run_1/placement_by_type.png
Drawn at 4 px/um.
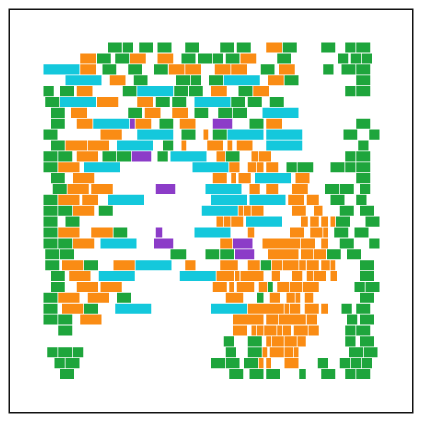
run_1/layer_met3.png
Drawn at 4 px/um.
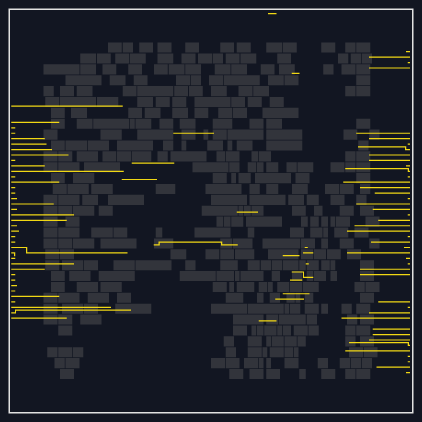
run_1/metal_density.png
Drawn at 4 px/um. 20 x 20 tiles, from dark purple (low) to yellow (high), scaled to the fullest tile. Values are wire area over tile area, all layers added.
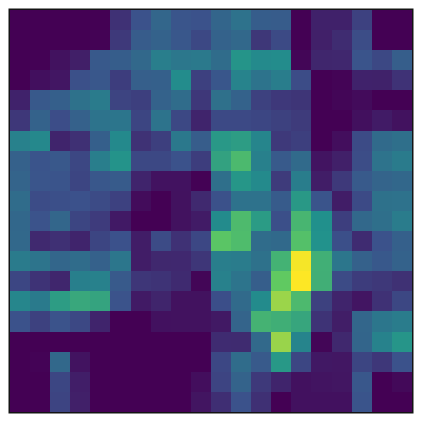
run_1/clocks.png
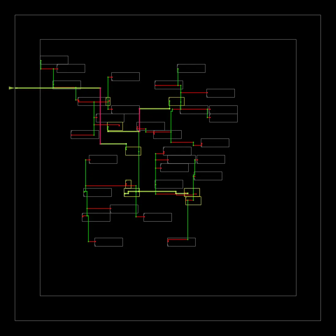
Design reg_wb_arbiter, sky130hd; sources not shown.
==> flow_summary.yaml, run 1 <==
# implementation run metrics
logic_synthesis:
  topCombFamilyByArea: "multiplexers"
  yosys.area_share.aoi: 0.148
  synth-edff-count: 0
  ys_seq_share: 0.300
  ff_type: "dfrtp_1"
final_timing:
  fmax_mhz: 130
  slew_headroom: 0.517
critical_path:
  critPathLaunchType: "primary input"
  reg2regPathDepth: 9
grt:
  grt_pass1_wl_um: 11900
  antenna_found_initial: 0
  grt_overflow: 0
hold_path:
  min_path_type: "reg -> reg"
  hold_path_depth: 1
placed_design:
  dpl_cell_area_sq_um: 3860
status:
  outcome: "finished clean"
cts:
  cts_resized: 0
  hold_buffers: 0
layout:
  buffer_area_frac: 0.391
  largest_reg_flops: 16
floorplan:
  num_io_pins: 164
  fp-row-count: 31
  fp.dieArea_sq_um: 10100
drt:
  antenna_left: 0
-- placement_by_type.png (at the start) --
Key: orange = combinational and other logic [cells 149, share of their area 38%]; cyan = flops [cells 30, share of their area 20%]; purple = clock drivers and dummy loads [cells 8, share of their area 2.4%]; green = other buffers and delay cells [cells 165, share of their area 40%]
Design Area, Final: 3960 sq um
fin util: 0.557
Core Region: 7100 sq um

-- layer_met3.png (at the start) --
93 nets have wire on it. The longest straight run is 28.7 um. The layer carries 755 um of wire. The layer holds 9.9% of the routed length.
DRT Wirelength: 7660 um
via count: 2257
global-route track usage on met3: 0.0566

-- metal_density.png (at the start) --
8.0% of the tiles are over half the peak. The fullest tile reaches 0.55. The emptiest ninth of the die: upper right. The mean over all tiles is 0.12.
GRT Resource Usage Total: 0.145
wire length per cell: 17.0 um

-- clocks.png (at the start) --
Final Skew: 4.60 ps
clock latency on the worst-skew pair: 280 ps
Clock Power: 0.115 mW
FF+latch count: 30
Clock Sinks: 30

## run 1: report_power, final
group          total [mW]  internal [mW]  switching (mW)
clock               0.115         0.0637          0.0517
sequential          0.255          0.209          0.0454
combinational       0.661          0.338           0.323
## run 1: critical path: stages
cell	delay, ps
clkdlybuf4s50_1	520
a21bo_1	270
a31oi_4	140
o31ai_4	670
buf_6	260
clkdlybuf4s50_1	630
## run 1: layout by cell type, fill, tap and decap left out, drive strengths merged, types with 2 or more instances in the layout
cell and n:
a31oi 2, buf 40, clkbuf 8, clkdlybuf4s50 124, dfrtp 30, ha 4, inv 10, mux2 53
mux2i 7, nand2 8, nand2b 4, nand3 4, nor2b 2, nor4bb 2, o2111ai 4, o21ai 11
o311ai 4, o31ai 5, o41ai 9, or2 4
run_1/sizes.png
Drawn at 3 px/um.
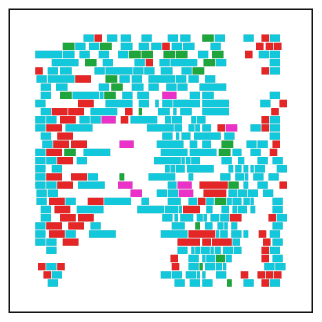

==> run 2, diff against run 1 <==
--- a/config.mk
+++ b/config.mk
@@ -7,12 +7,12 @@
 export LEC_CHECK = 0
 export CAP_MARGIN = 20
 export CORE_MARGIN = 8
-export CORE_UTILIZATION = 35
+export CORE_UTILIZATION = 36
 export CTS_CLUSTER_DIAMETER = 50
 export DETAILED_ROUTE_END_ITERATION = 16
 export GPL_ROUTABILITY_DRIVEN = 1
 export GPL_TIMING_DRIVEN = 0
-export PLACE_DENSITY = 0.82
+export PLACE_DENSITY = 0.84
 export SLEW_MARGIN = 20
 export SYNTH_ARGS = -nofsm -noshare
 export SYNTH_HDL_FRONTEND = slang
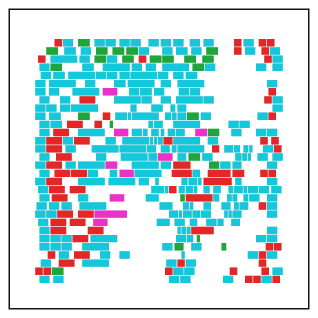
run_2/sizes.png
Drawn at 3 px/um.
Key: green = _2 cells [cells 25, share 7.1%, most used mux2_2]; cyan = _0 and _1 cells [cells 250, share 71%, most used clkdlybuf4s50_1]; magenta = _6 and larger [cells 9, share 2.6%, most used clkbuf_8]; red = _3 and _4 cells [cells 67, share 19%, most used buf_4]
Plain + repair buffers: 165
area delta synth->final: 58.2%
Design Area, Final: 3950 sq um
final worst slack: 1020 ps

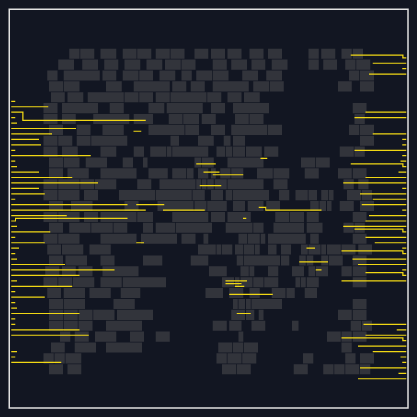
run_2/layer_met3.png
Drawn at 4 px/um.
The wires run mostly horizontal. The longest straight run is 33.4 um. The layer holds 12% of the routed length. 106 nets have wire on it.
global-route track usage on met3: 0.0712
via count: 2212

==> run 2 against run 1 <==
Core utilization rose by 2.8 points. Routed wire length down 3.3%. Clock skew rose by 1.6 ps. Worst hold slack got worse by 2.1 ps. Highest routed layer unchanged. Register-to-register slack is essentially flat. Clock-buffer cell count decreased by 1. Power up 1.9%. Synthesized area unchanged.
==> flow_summary.yaml, run 2 <==
# implementation run metrics
status:
  outcome: "finished clean"
power:
  swShare: 0.393
  pg_comb_mw: 0.656
  pwr-share-clk: 0.134
  pg_clk_mw: 0.141
  pwr-share-comb: 0.624
  power_frac_seq: 0.242
  pg_seq_mw: 0.254
grt:
  grt_pass1_wl_um: 11900
  antenna_found_initial: 0
  grt_use_total: 0.148
critical_path:
  reg2regPathDepth: 9
  worstPathCellList: "clkdlybuf4s50_1, nand2b_1, a21boi_4, o31ai_4, buf_6, clkdlybuf4s50_1"
  path_common_cell: "clkdlybuf4s50_1"
  critPathLaunchType: "primary input"
  critical-path-slowest-cell: "o31ai_4"
floorplan:
  fp.dieArea_sq_um: 9870
logic_synthesis:
  ys_seq_share: 0.300
  ff_type: "dfrtp_1"
  synth-edff-count: 0
final_timing:
  slew_headroom: 0.519
  finalSetupTns_ps: 0
  fmax_mhz: 130
cts:
  cts_sinks: 30
  hold_buffers: 0
  clock_latency_ps: 280
  cts_resized: 0
hold_path:
  hold_path_depth: 1
  min_path_type: "reg -> reg"
layout:
  lay_top_cells: "clkdlybuf4s50_1 (124), buf_4 (36), dfrtp_1 (30)"
  buffer_area_frac: 0.391
  largest_reg_flops: 16
  flops: 30
  layout_top_cell: "clkdlybuf4s50_1"
placed_design:
  dpl_cell_area_sq_um: 3840
drt:
  wl_um: 7400
  wire_per_inst_um: 17.2
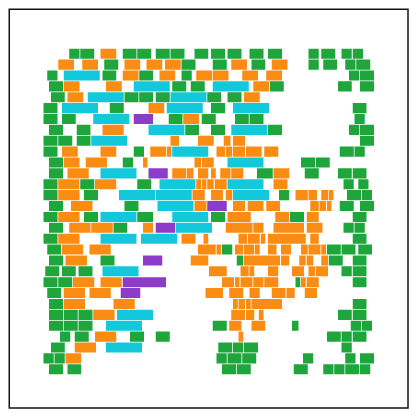
run_2/placement_by_type.png
Drawn at 4 px/um.
Key: green = other buffers and delay cells [cells 165, share of their area 40%]; orange = combinational and other logic [cells 149, share of their area 37%]; purple = clock drivers and dummy loads [cells 7, share of their area 2.9%]; cyan = flops [cells 30, share of their area 19%]
FP Rows: 30
Core Region: 6760 sq um
Seq area share: 0.190
fin util: 0.585

-- run 2: worst max-delay path, delay by kind of cell --
family	cells	cell delay, ps
and+or+nand+nor	1	230
buffers and inverters	3	1440
AOI/OAI and AO/OA	2	780
-- run 2: metrics by stage --
step	power (mW)	hold slack (ps)
6_report	1.05	488
5_1_grt	1.11	520
4_1_cts	1.06	489
3_5_place_dp	0.916	475
3_3_place_gp	0.901	469
2_1_floorplan	0.659	506
-- run 2: cells by family (layout without fill, tap and decap cells) --
kind of cell             after synthesis  count (layout)  share of synthesized area
adder cells (fa/ha/maj)                4               4                     0.0200
AND/OR/NAND/NOR                       33              33                     0.0926
multiplexers                          60              60                      0.301
buffers and inverters                 51             182                      0.138
AND-OR/OR-AND                         42              42                      0.148
flip-flops                            30              30                      0.300
Power and IR drop assume default switching activity.
